`config.mk`:
```
export PLATFORM = sky130hd
export DESIGN_NAME = mic_ram_frame_writer
export DESIGN_NICKNAME = d
export VERILOG_FILES = /design/src/rtl/mic_ram_frame_writer.sv
export SDC_FILE = /design/constraint.sdc
export NUM_CORES = 1
export LEC_CHECK = 0
export CAP_MARGIN = 10
export CORE_MARGIN = 3
export CORE_UTILIZATION = 54
export DETAILED_ROUTE_END_ITERATION = 8
export PLACE_DENSITY = 0.81
export SYNTH_ARGS = -nofsm -noshare
export SYNTH_HDL_FRONTEND = slang
export SYNTH_SLANG_ARGS = --single-unit
```
`constraint.sdc`:
```
create_clock -name clk_clk -period 3.9 [get_ports clk_clk]
set_input_delay 0.975 -clock clk_clk [delete_from_list [all_inputs] [get_ports clk_clk]]
set_output_delay 0.975 -clock clk_clk [all_outputs]
set_load 0.05 [all_outputs]
```
`src/rtl/mic_ram_frame_writer.sv`:
```
// rtl/mic_ram_frame_writer.sv - packs 16-bit mic samples into a ping-pong frame buffer in shared RAM
//
// Purpose:
//    Fabric-side write master for the second port of the Nios system's shared
//    on-chip RAM. Microphone samples are packed two per 32-bit word, low
//    sample in bits [15:0], and written into a buffer split into two halves
//    of 2^(ADDR_W-1) words. Each time a half fills, irq_new pulses so the CPU
//    can drain that half while the other one fills.
//
// Build option:
//    MIC_FRAME_HEADER_EN - when defined, word 0 of every half carries a
//    header {16'hA55A, frame_seq} and sample data fills offsets 1..N-1.
//
// Ports:
//    clk_clk          system clock shared with the Nios system
//    reset_reset_n    synchronous active-low reset
//    enable           capture enable
//    smp_valid        sample strobe
//    smp_data         16-bit two's complement sample
//    smp_ready        sample taken when smp_valid && smp_ready
//    ram_address      RAM word address       (ram_block_s2_address)
//    ram_chipselect   RAM chip select        (ram_block_s2_chipselect)
//    ram_clken        RAM clock enable       (ram_block_s2_clken)
//    ram_write        RAM write strobe       (ram_block_s2_write)
//    ram_writedata    RAM write data         (ram_block_s2_writedata)
//    ram_byteenable   RAM byte enables       (ram_block_s2_byteenable)
//    irq_new          half-complete pulse    (ext_irq_adapter_new_signal)
//    buf_half         index of the most recently completed half
//    frame_seq        count of completed halves, wraps at 16 bits

module mic_ram_frame_writer #(
   parameter int ADDR_W    = 10,
   parameter int IRQ_PULSE = 16
) (
   input  logic              clk_clk,
   input  logic              reset_reset_n,
   input  logic              enable,
   input  logic              smp_valid,
   input  logic [15:0]       smp_data,
   output logic              smp_ready,
   output logic [ADDR_W-1:0] ram_address,
   output logic              ram_chipselect,
   output logic              ram_clken,
   output logic              ram_write,
   output logic [31:0]       ram_writedata,
   output logic [3:0]        ram_byteenable,
   output logic              irq_new,
   output logic              buf_half,
   output logic [15:0]       frame_seq
);

   localparam logic [7:0]        IRQ_LOAD = 8'(IRQ_PULSE);
   localparam logic [ADDR_W-1:0] PTR_ONE  = ADDR_W'(1);

   typedef enum logic [1:0] {
      S_IDLE = 2'd0,
      S_LO   = 2'd1,
      S_HI   = 2'd2
`ifdef MIC_FRAME_HEADER_EN
      , S_HDR = 2'd3
`endif
   } state_t;

   state_t            state_q, state_d;
   logic [ADDR_W-1:0] wr_ptr_q, wr_ptr_d;
   logic [15:0]       lo_q, lo_d;
   logic [ADDR_W-1:0] addr_q, addr_d;
   logic [31:0]       wdata_q, wdata_d;
   logic [3:0]        be_q, be_d;
   logic              wr_q, wr_d;
   logic              irq_q, irq_d;
   logic [7:0]        irq_cnt_q, irq_cnt_d;
   logic              half_q, half_d;
   logic [15:0]       seq_q, seq_d;

   logic              accept;
   logic              do_write;
   logic [31:0]       new_wdata;
   logic [3:0]        new_be;
   logic              half_end;

   // Ready is gated by enable directly so a sample offered in the cycle
   // enable falls is never taken.
   assign smp_ready = enable && ((state_q == S_LO) || (state_q == S_HI));
   assign accept    = smp_valid && smp_ready;

   // The word being issued at wr_ptr is the last of its half.
   assign half_end  = &wr_ptr_q[ADDR_W-2:0];

   always_comb begin
      state_d   = state_q;
      wr_ptr_d  = wr_ptr_q;
      lo_d      = lo_q;
      addr_d    = addr_q;
      wdata_d   = wdata_q;
      be_d      = be_q;
      wr_d      = 1'b0;
      irq_d     = 1'b0;
      irq_cnt_d = irq_cnt_q;
      half_d    = half_q;
      seq_d     = seq_q;
      do_write  = 1'b0;
      new_wdata = 32'h0;
      new_be    = 4'h0;

      case (state_q)
         S_IDLE: begin
            if (enable) begin
               wr_ptr_d = '0;
`ifdef MIC_FRAME_HEADER_EN
               state_d  = S_HDR;
`else
               state_d  = S_LO;
`endif
            end
         end
`ifdef MIC_FRAME_HEADER_EN
         S_HDR: begin
            // frame_seq has not yet counted the half that starts here.
            do_write  = 1'b1;
            new_wdata = {16'hA55A, seq_q};
            new_be    = 4'hF;
            state_d   = S_LO;
         end
`endif
         S_LO: begin
            if (!enable) begin
               state_d = S_IDLE;
            end else if (accept) begin
               lo_d    = smp_data;
               state_d = S_HI;
            end
         end
         S_HI: begin
            if (!enable) begin
               // Flush the lone low sample as a half-width write.
               do_write  = 1'b1;
               new_wdata = {16'h0, lo_q};
               new_be    = 4'h3;
               state_d   = S_IDLE;
            end else if (accept) begin
               do_write  = 1'b1;
               new_wdata = {smp_data, lo_q};
               new_be    = 4'hF;
               state_d   = S_LO;
`ifdef MIC_FRAME_HEADER_EN
               if (half_end) begin
                  state_d = S_HDR;
               end
`endif
            end
         end
         default: begin
            state_d = S_IDLE;
         end
      endcase

      // Pulse countdown; irq_new drops in the cycle the count reaches zero.
      if (irq_cnt_q != 8'd0) begin
         irq_cnt_d = irq_cnt_q - 8'd1;
         irq_d     = (irq_cnt_q != 8'd1);
      end

      if (do_write) begin
         wr_d     = 1'b1;
         addr_d   = wr_ptr_q;
         wdata_d  = new_wdata;
         be_d     = new_be;
         wr_ptr_d = wr_ptr_q + PTR_ONE;
         // Completion reloads the counter, so back-to-back completions
         // stretch one pulse rather than producing two.
         if (half_end) begin
            half_d    = wr_ptr_q[ADDR_W-1];
            seq_d     = seq_q + 16'd1;
            irq_cnt_d = IRQ_LOAD;
            irq_d     = 1'b1;
         end
      end
   end

   always_ff @(posedge clk_clk) begin
      if (!reset_reset_n) begin
         state_q   <= S_IDLE;
         wr_ptr_q  <= '0;
         lo_q      <= 16'h0;
         addr_q    <= '0;
         wdata_q   <= 32'h0;
         be_q      <= 4'h0;
         wr_q      <= 1'b0;
         irq_q     <= 1'b0;
         irq_cnt_q <= 8'd0;
         half_q    <= 1'b0;
         seq_q     <= 16'h0;
      end else begin
         state_q   <= state_d;
         wr_ptr_q  <= wr_ptr_d;
         lo_q      <= lo_d;
         addr_q    <= addr_d;
         wdata_q   <= wdata_d;
         be_q      <= be_d;
         wr_q      <= wr_d;
         irq_q     <= irq_d;
         irq_cnt_q <= irq_cnt_d;
         half_q    <= half_d;
         seq_q     <= seq_d;
      end
   end

   assign ram_address    = addr_q;
   assign ram_chipselect = wr_q;
   assign ram_clken      = wr_q;
   assign ram_write      = wr_q;
   assign ram_writedata  = wdata_q;
   assign ram_byteenable = be_q;
   assign irq_new        = irq_q;
   assign buf_half       = half_q;
   assign frame_seq      = seq_q;

endmodule
```
Zoomed window:
Region (43, 43) to (93, 93) µm. Cells in gray, sequential cells in the stronger gray; small squares are vias.
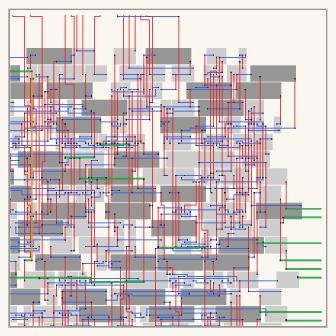
[red] metal 2
[orange] metal 4
[green] metal 3
[blue] metal 1
sequential cells in the window: 34
netlist names of flops here include: `ram_writedata` (9), `irq_cnt_q` (8), `lo_q` (5)
cells with their middle in the window: 155
most frequent: nand2_1 (35), dfxtp_1 (34), a21oi_1 (22)

The clock network:
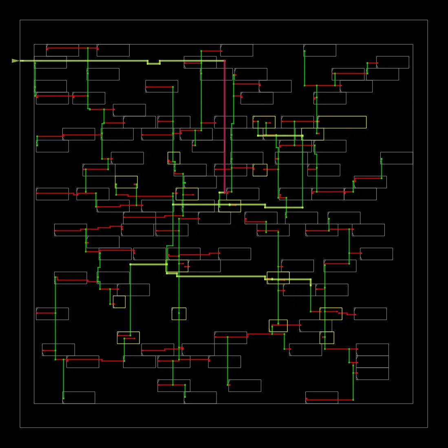
clk_lat worst skew: 360 ps
CTS Sinks: 99

Pin map:
Drawn at 4 px/µm. Pins as bars across the die edge, other pins in gray.
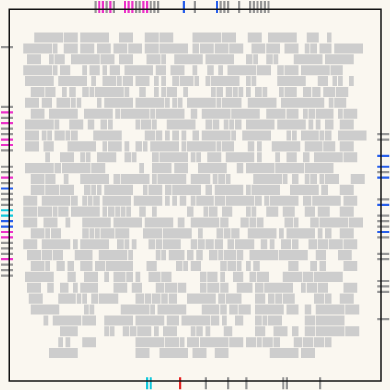
[magenta] `smp_data` | pins: 16 | direction: input | edge: 8 left, 8 top
[cyan] `ram_byteenable` | pins: 4 | direction: output | edge: 2 bottom, 2 left
[red] `buf_half` | pins: 1 | direction: output | edge: bottom
[blue] `ram_address` | pins: 10 | direction: output | edge: 5 right, 3 left, 2 top

Metal 3:
Drawn at 4 px/µm. Cells faint in the background.
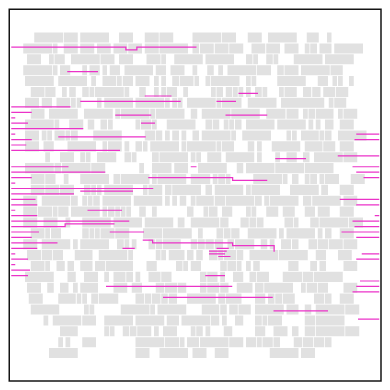
nets with wire on the layer: 67
wire length on this layer: 733 µm
longest straight run: 35.2 µm

Placement by cell class:
Drawn at 6 px/µm.
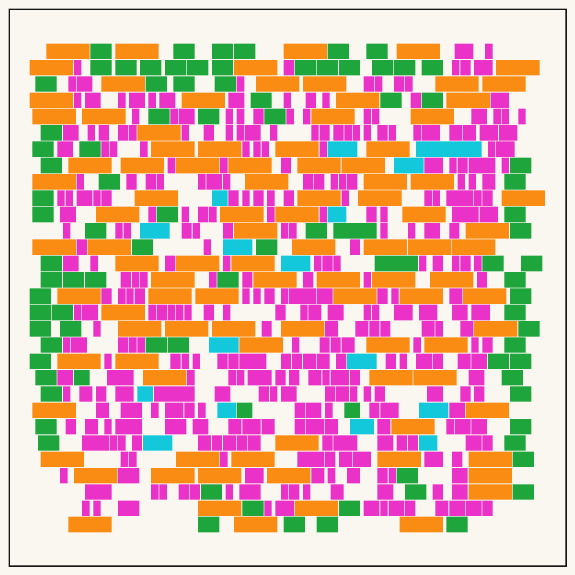
[cyan] clock drivers and dummy loads | cells: 16 | share of their area: 4.1%
[magenta] combinational and other logic | cells: 350 | share of their area: 38%
[orange] sequential cells | cells: 99 | share of their area: 39%
[green] remaining buffers and delay cells | cells: 91 | share of their area: 18%

==> flow_metrics.py <==
# Synthesis and PnR figures
metrics = {
    "drt": {
        "wl_met1_um": 4094,
        "wl_per_cell_um": 14.70,
        "drt-initial-drc-count": 237,
        "viasPerCell": 5.606,
        "drc": 0,
        "ant_nets": 0,
        "met3WireLength_um": 733,
        "drt-total-wl_um": 9584,
        "drtPass1Iterations": 5,
    },
    "synth": {
        "syn-instance-count": 481,
        "synth-main-ff-cell": "dfxtp_1",
        "yosysMostFrequentCell": "nand2_1",
        "simple_gate_share_pct": 23.10,
        "ys_seq_elements": 99,
        "synthArstFlopShare_pct": 0,
        "yosys-top-cells-area": "dfxtp_1, nand2_1, a21oi_1",
        "yosysTopAreaCellShare_pct": 48.98,
        "synth_area_per_cell_um2": 8.412,
        "top_cells_by_count": "nand2_1, dfxtp_1, a21oi_1",
        "ys_sh_xor_pct": 1.732,
        "ys_area_um2": 4046,
        "top_logic_kind": "simple AND/OR/NAND/NOR gates",
        "top_area_cell": "dfxtp_1",
        "synth_warnings": 0,
        "synthAoiAreaFrac_pct": 17.19,
        "ys_sh_mux_pct": 1.268,
        "fp_nets": 511,
        "netlist_area_um2": 4046,
        "edf_count": 0,
    },
    "final_layout": {
        "final_core_util_pct": 73.35,
        "fillCellCount": 567,
        "diodes": 0,
        "sh_comb_area_pct": 36.50,
        "largest_register_ffs": 32,
        "logic_area_um2": 1879,
        "largest_class": "flip-flops and latches",
        "final_layout_top_logic_cells": "nand2_1, dfxtp_1, clkdlybuf4s50_1, a21oi_1, nor2_1",
        "nClkBuffers": 9,
        "syn2layout_area_growth_pct": 27.24,
    },
    "critical_path": {
        "cp.arrival_ps": 2020,
        "crit_cells": 3,
        "crit_family": "buffers and inverters",
        "crit_path_end": "smp_ready",
        "crit_fanout": 9,
        "cp_cell_sequence": "clkdlybuf4s50_1 -> and2_1 -> buf_4",
        "cp-start-kind": "input port",
        "r2r_start": "state_q[0]",
        "crit_buf_inv": 2,
        "critPathSlowestCell": "clkdlybuf4s50_1",
        "setup.worst_path.class": "in2out",
        "endpoint_kind": "output pin",
    },
    "sta": {
        "drv_slew": 0,
        "rsz0062_at_grt": "false",
        "hold_viol": 0,
        "fmax_mhz": 334.1,
        "finalCritPeriodShare_pct": 76.75,
        "setup_ws_ps": 906.6,
        "finalCriticalPeriod_ps": 2993,
        "worstMarginPinSlew_ps": 664.6,
        "maxSlewHeadroom_pct": 55.63,
        "final.setup_skew_ps": 8.475,
        "holdWs_ps": 458.6,
    },
    "placed_design": {
        "gp_congestion": 0.8199,
        "dp_cells": 636,
        "dpl_worst_slack_ps": 765.9,
    },
    "floorplanning": {
        "num_rows": 30,
        "io_pins": 88,
        "die_x_um": 92.57,
        "design.core.area_um2": 7019,
        "die_area_um2": 8568,
        "nWellTaps": 96,
    },
    "global_route": {
        "overflow": 0,
        "gr-max-usage-layer": "met2",
        "grt.total_usage_pct": 22.97,
        "grt_first_pass_wirelength_um": 16020,
        "antenna_found_initial": 0,
    },
    "clock_tree": {
        "clock-root-buffer": "clkbuf_8",
        "holdBufCountCts": 0,
        "clk_pin_slew_ps": 100,
        "htreeDepth": 3,
        "cts_setup_buffers": 0,
        "cts_tree": "done",
        "cts_max_path_buffers": 2,
        "ctsResizeCount": 0,
    },
    "pwr": {
        "seq_power_share_pct": 48.7,
        "internal_power_mw": 1.575,
        "clk-power_uw": 679,
        "ir_drop_mv": 0.2856,
        "power.total_mw": 2.294,
        "seq-power_mw": 1.12,
    },
    "min_path": {
        "hold_path.class": "reg2reg",
        "hold_end": "ram_writedata[5]",
        "hold_path.startpoint": "lo_q[5]",
    },
    "outcome": {
        "status": "finished clean",
    },
    "job": {
        "drv_cap": 0,
    },
}
No activity file was given, so power comes from the tool's default toggle rates.
